File: src/rtl/veg_round_ctrl_pkg.sv
// Shared constants and state encoding for the vegetable round sequencer.
// Sprite sizes and playfield bounds live here so hit detection and the
// locator agree on geometry.
package veg_round_ctrl_pkg;

  localparam int unsigned COORD_W  = 11;
  localparam int unsigned VEG_SIZE = 32;
  localparam int unsigned PIG_SIZE = 32;

  localparam int unsigned MIN_X = 0;
  localparam int unsigned MAX_X = 639;
  localparam int unsigned MIN_Y = 0;
  localparam int unsigned MAX_Y = 479;

  typedef enum logic [2:0] {
    StIdle,
    StSpawn,
    StActive,
    StEaten,
    StGameOver
  } round_state_e;

  // Add with a ceiling; assumes ceiling >= step so the subtraction cannot wrap.
  function automatic logic [COORD_W-1:0] sat_add_coord(
    input logic [COORD_W-1:0] value,
    input logic [COORD_W-1:0] step,
    input logic [COORD_W-1:0] ceiling
  );
    if (value >= ceiling - step) begin
      return ceiling;
    end
    return value + step;
  endfunction

endpackage

File: src/rtl/veg_hit_detect.sv
// Combinational axis-aligned bounding-box overlap between box A and box B.
// All arithmetic is done on 12-bit zero-extended operands so x + w never wraps.
module veg_hit_detect
  import veg_round_ctrl_pkg::*;
(
  input  logic [COORD_W-1:0] i_a_x,
  input  logic [COORD_W-1:0] i_a_y,
  input  logic [COORD_W-1:0] i_a_w,
  input  logic [COORD_W-1:0] i_a_h,
  input  logic [COORD_W-1:0] i_b_x,
  input  logic [COORD_W-1:0] i_b_y,
  input  logic [COORD_W-1:0] i_b_w,
  input  logic [COORD_W-1:0] i_b_h,
  output logic               o_hit
);

  logic [COORD_W:0] w_a_x_end;
  logic [COORD_W:0] w_a_y_end;
  logic [COORD_W:0] w_b_x_end;
  logic [COORD_W:0] w_b_y_end;

  assign w_a_x_end = {1'b0, i_a_x} + {1'b0, i_a_w};
  assign w_a_y_end = {1'b0, i_a_y} + {1'b0, i_a_h};
  assign w_b_x_end = {1'b0, i_b_x} + {1'b0, i_b_w};
  assign w_b_y_end = {1'b0, i_b_y} + {1'b0, i_b_h};

  // Strict compares: boxes that merely touch edges do not overlap.
  always_comb begin
    o_hit = ({1'b0, i_a_x} < w_b_x_end) && ({1'b0, i_b_x} < w_a_x_end) &&
            ({1'b0, i_a_y} < w_b_y_end) && ({1'b0, i_b_y} < w_a_y_end);
  end

endmodule

File: src/rtl/veg_round_ctrl.sv
// Game-round sequencer for the vegetable spawner: issues locator strobes,
// detects pig/vegetable overlap on frame ticks, and tracks score, pig growth
// and the per-vegetable timeout.
// Optional feature macro: VEG_ROUND_SPEEDUP_EN shortens the round reload value
// on every eat, down to a floor; without it the reload is always ROUND_TICKS.
module veg_round_ctrl
  import veg_round_ctrl_pkg::*;
#(
  parameter int unsigned ROUND_TICKS  = 600,
  parameter int unsigned GROWTH_STEP  = 2,
  parameter int unsigned MAX_GROWTH   = 64
`ifdef VEG_ROUND_SPEEDUP_EN
  ,
  parameter int unsigned SPEEDUP_STEP = 30,
  parameter int unsigned MIN_TICKS    = 120
`endif
) (
  input  logic               i_clk,
  input  logic               i_rst_n,
  input  logic               i_start_btn,
  input  logic               i_frame_tick,
  input  logic [COORD_W-1:0] i_pig_x,
  input  logic [COORD_W-1:0] i_pig_y,
  input  logic [COORD_W-1:0] i_veg_x,
  input  logic [COORD_W-1:0] i_veg_y,
  output logic               o_veg_start,
  output logic               o_veg_new_round,
  output logic [COORD_W-1:0] o_pig_growth,
  output logic [7:0]         o_score,
  output logic [9:0]         o_ticks_left,
  output logic               o_veg_visible,
  output logic               o_game_over
);

  localparam logic [9:0]         LP_ROUND_TICKS = 10'(ROUND_TICKS);
  localparam logic [COORD_W-1:0] LP_GROWTH_STEP = COORD_W'(GROWTH_STEP);
  localparam logic [COORD_W-1:0] LP_MAX_GROWTH  = COORD_W'(MAX_GROWTH);
  localparam logic [COORD_W-1:0] LP_PIG_SIZE    = COORD_W'(PIG_SIZE);
  localparam logic [COORD_W-1:0] LP_VEG_SIZE    = COORD_W'(VEG_SIZE);

  round_state_e       r_state;
  logic               r_veg_start;
  logic               r_veg_new_round;
  logic [COORD_W-1:0] r_pig_growth;
  logic [7:0]         r_score;
  logic [9:0]         r_ticks_left;
  logic               r_veg_visible;
  logic               r_game_over;

  logic [COORD_W-1:0] w_pig_size;
  logic               w_hit;
  logic               w_restart;
  logic [9:0]         w_reload;

  assign w_pig_size = LP_PIG_SIZE + r_pig_growth;
  assign w_restart  = i_start_btn && ((r_state == StIdle) || (r_state == StGameOver));

  veg_hit_detect u_hit (
    .i_a_x (i_pig_x),
    .i_a_y (i_pig_y),
    .i_a_w (w_pig_size),
    .i_a_h (w_pig_size),
    .i_b_x (i_veg_x),
    .i_b_y (i_veg_y),
    .i_b_w (LP_VEG_SIZE),
    .i_b_h (LP_VEG_SIZE),
    .o_hit (w_hit)
  );

`ifdef VEG_ROUND_SPEEDUP_EN
  localparam logic [9:0] LP_SPEEDUP_STEP = 10'(SPEEDUP_STEP);
  localparam logic [9:0] LP_MIN_TICKS    = 10'(MIN_TICKS);

  logic [9:0] r_reload;

  // Reload shrinks by one step per eat, clamped at the floor; restart restores it.
  always_ff @(posedge i_clk or negedge i_rst_n) begin
    if (!i_rst_n) begin
      r_reload <= LP_ROUND_TICKS;
    end else if (w_restart) begin
      r_reload <= LP_ROUND_TICKS;
    end else if (r_state == StEaten) begin
      if (r_reload >= LP_MIN_TICKS + LP_SPEEDUP_STEP) begin
        r_reload <= r_reload - LP_SPEEDUP_STEP;
      end else begin
        r_reload <= LP_MIN_TICKS;
      end
    end
  end

  assign w_reload = r_reload;
`else
  assign w_reload = LP_ROUND_TICKS;
`endif

  // Round FSM; every output is a register updated on the transition into its state.
  always_ff @(posedge i_clk or negedge i_rst_n) begin
    if (!i_rst_n) begin
      r_state         <= StIdle;
      r_veg_start     <= 1'b0;
      r_veg_new_round <= 1'b0;
      r_pig_growth    <= '0;
      r_score         <= '0;
      r_ticks_left    <= '0;
      r_veg_visible   <= 1'b0;
      r_game_over     <= 1'b0;
    end else begin
      r_veg_start     <= 1'b0;
      r_veg_new_round <= 1'b0;
      unique case (r_state)
        StIdle: begin
          if (i_start_btn) begin
            r_veg_start  <= 1'b1;
            r_score      <= '0;
            r_pig_growth <= '0;
            r_state      <= StSpawn;
          end
        end
        StSpawn: begin
          r_ticks_left  <= w_reload;
          r_veg_visible <= 1'b1;
          r_state       <= StActive;
        end
        StActive: begin
          if (i_frame_tick) begin
            // A hit on the last tick still counts as an eat.
            if (w_hit) begin
              r_veg_new_round <= 1'b1;
              r_veg_visible   <= 1'b0;
              r_state         <= StEaten;
            end else if (r_ticks_left == 10'd1) begin
              r_ticks_left  <= '0;
              r_veg_visible <= 1'b0;
              r_game_over   <= 1'b1;
              r_state       <= StGameOver;
            end else begin
              r_ticks_left <= r_ticks_left - 10'd1;
            end
          end
        end
        StEaten: begin
          // Growth updates after the locator has sampled it with veg_new_round.
          if (r_score != 8'hFF) begin
            r_score <= r_score + 8'd1;
          end
          r_pig_growth <= sat_add_coord(r_pig_growth, LP_GROWTH_STEP, LP_MAX_GROWTH);
          r_state      <= StSpawn;
        end
        StGameOver: begin
          if (i_start_btn) begin
            r_veg_start  <= 1'b1;
            r_game_over  <= 1'b0;
            r_score      <= '0;
            r_pig_growth <= '0;
            r_state      <= StSpawn;
          end
        end
        default: r_state <= StIdle;
      endcase
    end
  end

  assign o_veg_start     = r_veg_start;
  assign o_veg_new_round = r_veg_new_round;
  assign o_pig_growth    = r_pig_growth;
  assign o_score         = r_score;
  assign o_ticks_left    = r_ticks_left;
  assign o_veg_visible   = r_veg_visible;
  assign o_game_over     = r_game_over;

endmodule

File: config.mk
export PLATFORM = sky130hd
export DESIGN_NAME = veg_round_ctrl
export DESIGN_NICKNAME = d
export VERILOG_FILES = /design/src/rtl/veg_round_ctrl_pkg.sv /design/src/rtl/veg_hit_detect.sv /design/src/rtl/veg_round_ctrl.sv
export SDC_FILE = /design/constraint.sdc
export NUM_CORES = 1
export LEC_CHECK = 0
export ABC_CLOCK_PERIOD_IN_PS = 3700
export CAP_MARGIN = 0
export CORE_MARGIN = 5
export CORE_UTILIZATION = 48
export CTS_CLUSTER_DIAMETER = 120
export DETAILED_ROUTE_END_ITERATION = 8
export PLACE_DENSITY = 0.79
export SYNTH_ARGS = -nofsm -noshare
export SYNTH_HDL_FRONTEND = slang
export SYNTH_SLANG_ARGS = --single-unit
File: constraint.sdc
create_clock -name i_clk -period 3.7 [get_ports i_clk]
set_clock_uncertainty 0.05 [all_clocks]
set_input_delay 0.74 -clock i_clk [delete_from_list [all_inputs] [get_ports i_clk]]
set_output_delay 0.74 -clock i_clk [all_outputs]
set_load 0.03 [all_outputs]
==> notes.md, run 1 <==
The layout was made with Yosys and OpenROAD.

The maximum fanout along the worst path is 4. Total power for the finished layout comes to 3.24 mW. The net load switching power is 1.54 mW.

The number of nets in the layout is 770. The mux cell area share after synthesis is 0.00794. The relative contribution of sequential cells to total power is 0.182.

The total power divided by cell area is 514 mW/mm². The tally of unique sky130hd cells used after synthesis is 63. The mapped cell area is 0.00394 mm².

The report gives the cell count of the worst hold path as 1. The flip-flop and latch power is 0.590 mW. In this run, synthesis inferred 0 flip-flops with an integrated enable. The flow ran to the end, but the final reports show violations.

Entering global routing, the biggest net connects 36 pins. The detailed-placement wirelength estimate is 9340 µm. The main area contributors are sky130_fd_sc_hd__dfrtp_1 (22%), sky130_fd_sc_hd__ha_1 (22%), sky130_fd_sc_hd__xor2_1 (4.9%), sky130_fd_sc_hd__a21oi_1 (3.9%), sky130_fd_sc_hd__inv_1 (3.4%). Routed signal wires occupy layers up through met4.

Broken down by cell family, the worst path's largest delay share belongs to AND-OR/OR-AND gates. In the final routing, the length of wire on met1 measures 5740 µm. All stages included, the depth of the critical timing path comes to 20. Leaving out buffers and inverters, the combinational logic in the layout accounts for 0.00350 mm². The switching portion of total power is 0.475. The final reports fail on setup timing. For this run, the total global-route usage over all layers was measured as 0.243. The peak supply drop is 0.000375 V.

The clock buffer count from CTS is 5. The number of multi-input combinational cells in the layout is 392. Registers represent a cell area share of 0.140. The number of DRC markers after the initial detailed-route iteration is 251. In the synthesized netlist the dominant register cell turns out to be sky130_fd_sc_hd__dfrtp_1. As reported, the later end of the worst-skew pair has a clock insertion delay of 300 ps. The global routing met2 resource utilization is 0.420.

The script logs the mean routed wire length per placed instance as 18.5 µm. Ranking logic cells in the layout by count gives the top entries sky130_fd_sc_hd__buf_4 (93), sky130_fd_sc_hd__clkdlybuf4s50_1 (67), sky130_fd_sc_hd__ha_1 (49), sky130_fd_sc_hd__nand2_1 (34), sky130_fd_sc_hd__dfrtp_1 (32). The total die area is 0.0101 mm². The Yosys warning count is 0. The number of setup buffers added after CTS is 13. The register bit count reported by yosys is 35. On the reported timing paths, the clock transition at the registers reads 60 ps.

Per the OpenROAD floorplan log, the width of the die is 101 µm. The worst hold-check path type is reg -> reg. The average instance in the mapped netlist occupies 8.35 µm². The remaining design rule violation count is 0. For met1 alone, demand over resource in global routing was 0.304.

The met3 demand-to-capacity share in global routing is 0.0436. The reg-to-reg endpoint is o_ticks_left[2]$_DFFE_PN0P_. The max-slew headroom at the worst pin is 0.550. The vertical die dimension reported for this design is 101 µm.

The standby leakage power is 2.88 nW. The number of global-route vias before repair was 4407. Power attributed to combinational cells is 2.37 mW.

In this run the core area contains 33 standard-cell rows. In the setup report, the worst path falls into the class in -> reg. The element type at the critical path start is an input port. The root buffer cell chosen for the clock tree is sky130_fd_sc_hd__clkbuf_8. The final setup violation count is 15. The finished cells cover 0.00630 mm². The routability congestion estimate is 0.926. The critical hold path startpoint is o_game_over$_DFFE_PN0P_. The worst setup path is captured at a flip-flop. The first global-routing pass estimated 20200 µm of wire. The worst-case reg-to-reg path depth is 19. Across all hold checks on the routed design, the worst slack comes to 490 ps. Setup slack on the critical path of the routed design comes to -211 ps. The group that draws the most power in this run is combinational logic.

The count of non-CTS inverters in the layout is 38. The port buffer count is 79. The synthesis run shows the most used standard cells to be sky130_fd_sc_hd__ha_1 (69), sky130_fd_sc_hd__inv_1 (36), sky130_fd_sc_hd__dfrtp_1 (35), sky130_fd_sc_hd__nand2_1 (35), sky130_fd_sc_hd__nor2_1 (35). Summing all placed instances gives a cell area of 0.00545 mm². The number of cells after detailed placement is 727. Per the cell usage report, the commonest logic cell in the layout is sky130_fd_sc_hd__buf_4. In this run the standard cell core region covers 0.00809 mm². CTS built an H-tree with a depth of 2. The internal power of the cells totals 1.70 mW.

Among the non-sequential cells, adder cells take the most area. The fraction of the mapped netlist area in simple logic gates is 0.202.
Run 1, metal 2:
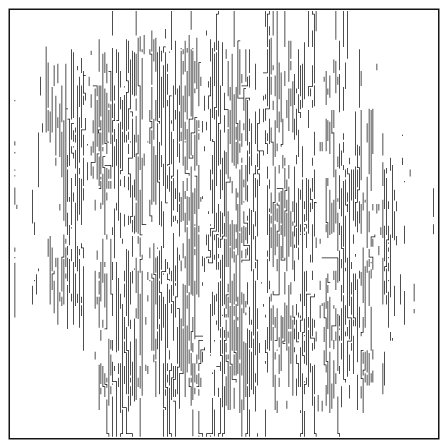
longest straight run	38.1 µm
share of all routed wire	50%
main direction	vertical
wire length on this layer	6940 µm

Run 1, clock routing:
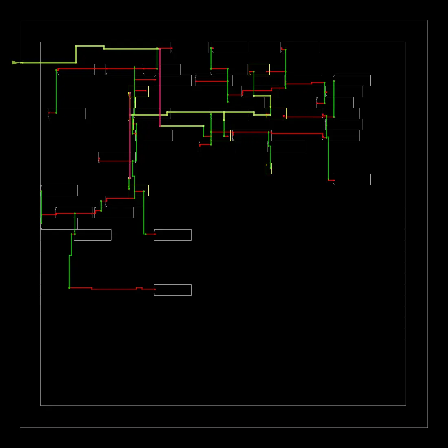
total number of sequential cells: 35
total clock network power: 0.274 mW

Run 1, logic cells by family:
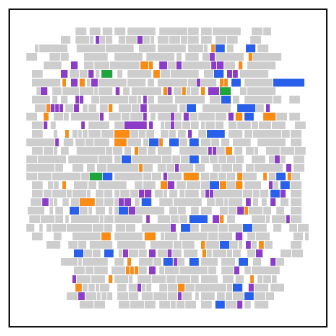
family	color	cells	most used
NAND gates	purple	80	nand2_1
NOR gates	orange	49	nor2_1
multiplexers	green	3	mux2i_1
XOR/XNOR gates	blue	35	xor2_1

==> run 2, diff against run 1 <==
--- a/config.mk
+++ b/config.mk
@@ -7,11 +7,13 @@
 export LEC_CHECK = 0
 export ABC_CLOCK_PERIOD_IN_PS = 3700
 export CAP_MARGIN = 0
+export CELL_PAD_IN_SITES_DETAIL_PLACEMENT = 1
+export CELL_PAD_IN_SITES_GLOBAL_PLACEMENT = 1
 export CORE_MARGIN = 5
-export CORE_UTILIZATION = 48
+export CORE_UTILIZATION = 35
 export CTS_CLUSTER_DIAMETER = 120
 export DETAILED_ROUTE_END_ITERATION = 8
-export PLACE_DENSITY = 0.79
+export PLACE_DENSITY_LB_ADDON = 0.1
 export SYNTH_ARGS = -nofsm -noshare
 export SYNTH_HDL_FRONTEND = slang
 export SYNTH_SLANG_ARGS = --single-unit
Run 2, logic cells by family:
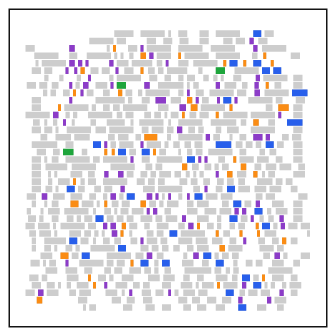
family	color	cells	most used
NOR gates	orange	49	nor2_1
multiplexers	green	3	mux2i_1
XOR/XNOR gates	blue	35	xor2_1
NAND gates	purple	80	nand2_1

Run 2, metal 2:
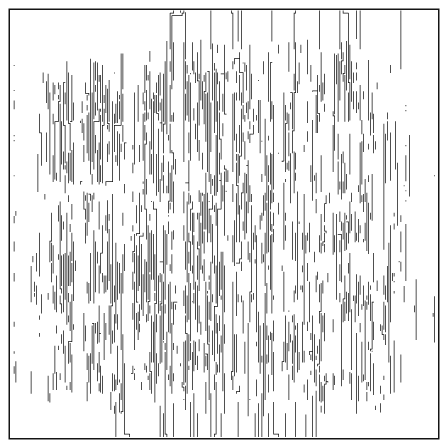
longest straight run	37.7 µm
share of all routed wire	49%

==> run 2 against run 1 <==
Net effect:
- the run still ends with setup timing left
- synthesized cell count unchanged
- clock power grew 83%
- power is 3.2% higher
- final area down 0.48%
- sequential cell count stayed put
- largest power group unchanged
- highest routed layer unchanged
==> notes.md, run 2 <==
The layout was made with Yosys and OpenROAD.

Summed over all layers, the routed wires come to 14400 µm. The final antenna-violating net count is 0. For this run, the number of standard cells in the final layout without fillers is 806. The wire length on met1 was 6560 µm (+14%).

The detailed router reports a met3 wire length of 488 µm. The most common logic cell in the routed design is sky130_fd_sc_hd__buf_4. The cell-mix breakdown from Yosys lists the adder-cell area share as 0.229. The share of the yosys chip area belonging to registers is 0.222. The mux cell area share after synthesis came to 0.00794 (unchanged). The type of the worst setup path is reg -> reg.

Looking at area per cell type in the netlist, the leader is sky130_fd_sc_hd__dfrtp_1. Looking at the clock tree report, the root buffer type is sky130_fd_sc_hd__clkbuf_16. Of all the cell area in the finished design, the clock network holds 0.0269. The flip-flop and latch power is 0.580 mW (-2%). For the pin with the worst max-slew slack, the measured transition is 672 ps.

The Yosys warning count is 0 (unchanged). The worst setup path is captured at a flip-flop. The fraction of the mapped netlist area in simple logic gates is 0.202 (unchanged).

The overall power after layout was 3.34 mW (+3.2%). The switching portion of total power is 0.446 (-0.0291). The worst-case reg-to-reg path depth is 19 (unchanged). The area of all placed cells without fillers came to 0.00627 mm² (-0.48%). The max-slew violation count is 0. The mapped cell area is 0.00394 mm² (unchanged).

The combinational group power was 2.26 mW (-5%). The number of max-capacitance violations reported is 0. The placeable core region is 0.0109 mm² (+35%). The final hold slack is 481 ps (-9.12 ps). The number of global-route vias before repair came to 4643 (+5.4%). The peak supply drop is 0.000322 V (-14%). The maximum fanout along the worst path is 6 (+2). The total power divided by cell area is 533 mW/mm² (+3.7%). The global-route wire length before repair is 23600 µm (+17%). The die extent in x is 116 µm (+15%).

The routability congestion estimate is 0.925 (about the same). The smallest setup slack after layout is -242 ps (-30.7 ps). The number of enable-type register cells in the synthesized netlist is 0 (unchanged).

The number of cells after detailed placement is 775 (+6.6%). Of the combinational cells, the family taking the most area is adder cells. The total number of placement rows is 38 (+15%).

In this run, the synthesized area fraction spent on xor and xnor cells is recorded as 0.0778. The count of vias placed by the detailed router is 4293. The timing report gives the biggest stage delay along the critical path as 450 ps. The clock buffer count from CTS is 5 (unchanged). Among cell families on the critical path, the largest total delay comes from AND-OR/OR-AND gates. After detailed routing, the met2 layer carries 7060 µm of wire. The global routing met2 resource utilization is 0.375 (-0.0451).

The number of setup buffers added after CTS is 15 (+2). Timing would allow up to 0.254 GHz. The remaining design rule violation count is 0 (unchanged).

The number of multi-input combinational cells in the layout was 392 (unchanged). The max-slew headroom at the worst pin is 0.552 (+0.00190). The tally of unique sky130hd cells used after synthesis was 63 (unchanged). STA puts the critical path data arrival time at 4120 ps.

The top routing layer in use is met4. The flow measured a signed area growth from synthesis to layout of 59.1%. Setup slack on the worst reg-to-reg path comes out at -240 ps. The number of DRC markers after the initial detailed-route iteration is 175 (-30%). Looking at hold timing, the worst path starts from o_score[0]$_DFFE_PN0P_.

The overall routing resource usage is 0.221 (-0.0222). Ranked by power, first place goes to combinational logic. The cell-mix breakdown from Yosys lists the compound-gate area share as 0.212. The port buffer count is 79 (unchanged). The total die area is 0.0135 mm² (+33%). The prevailing post-synth register cell is sky130_fd_sc_hd__dfrtp_1. The post-route fraction of the period consumed by the critical path is 1.07. After detailed routing, the number of vias per cell comes to 5.33. The total number of H-tree levels is 2 (unchanged). The most critical min-delay path falls under reg -> reg.

The sequential cell count of the final layout is 35 (unchanged). The flow ran to the end, but the final reports show violations. The element type at the critical path start is a flip-flop. The area of the synthesized netlist per yosys stat is 0.00394 mm². The count of non-CTS inverters in the layout was 38 (unchanged). The mean area per synthesized cell is 8.35 µm² (unchanged). Per the layout report, the design carries 5 clock buffers. The dominant kind of cell by area is logic gates.

The number of antenna violations at the first check in global routing is 0. The met1 track demand over resource is 0.294 (-0.00978). Per the layout report, the design carries 1322 filler cells.

By area the synthesized netlist is led by sky130_fd_sc_hd__dfrtp_1 (22%), sky130_fd_sc_hd__ha_1 (22%), sky130_fd_sc_hd__xor2_1 (4.9%), sky130_fd_sc_hd__a21oi_1 (3.9%), sky130_fd_sc_hd__inv_1 (3.4%). The final reports fail on setup timing. The fraction of post-synthesis cell area in the top cell type by area is 0.222. The insertion delay of the later-clocked pin in the worst-skew pair is 290 ps (about the same). The pin count of the biggest net entering global routing is 36 (unchanged).

The chip height is 116 µm (+15%). Per the STA report, the cell with the highest stage delay on the worst path is sky130_fd_sc_hd__dfrtp_2. The net load switching power is 1.49 mW (-3.1%). The clock input transition at the sequential cells of the worst setup and hold paths came to 60 ps (about the same). In the layout the commonest cells are sky130_fd_sc_hd__buf_4 (107), sky130_fd_sc_hd__clkdlybuf4s50_1 (67), sky130_fd_sc_hd__ha_1 (55), sky130_fd_sc_hd__nand2_1 (35).

The register bit count reported by yosys is 35 (unchanged). The detailed-placement wirelength estimate came to 11300 µm (+21%). The number of nets in the layout is 784 (+1.8%). The standby leakage power is 2.94 nW (+2.0%). The final setup violation count came to 16 (+1). By count the netlist is led by sky130_fd_sc_hd__ha_1 (69), sky130_fd_sc_hd__inv_1 (36), sky130_fd_sc_hd__dfrtp_1 (35), sky130_fd_sc_hd__nand2_1 (35), sky130_fd_sc_hd__nor2_1 (35). The launch point of the worst reg-to-reg path is o_pig_growth[5]$_DFFE_PN0P_.

The design internal power is 1.85 mW (+8.9%). The layout report lists the non-clock buffer share of cell area as 0.264. The depth of the worst hold-timing path was 1 (unchanged).

The met3 demand-to-capacity share in global routing is 0.0280 (-0.0156). The combinational cell area excluding buffers and inverters was 0.00325 mm² (-7.1%). The reg-to-reg endpoint is o_ticks_left[6]$_DFFE_PN0P_. The wire length per cell is 17.9 µm (-3.1%). The critical path depth is 19 (-5.0%). The post-place instance area came to 0.00559 mm² (+2.6%).

The flop share of the area came to 0.140 (+0.000669). The power of the clock network is 0.501 mW (+83%). The relative contribution of sequential cells to total power is 0.174 (-0.008). The first-pass iteration count of the detailed router is 4.
No activity file was given, so power comes from the tool's default toggle rates.
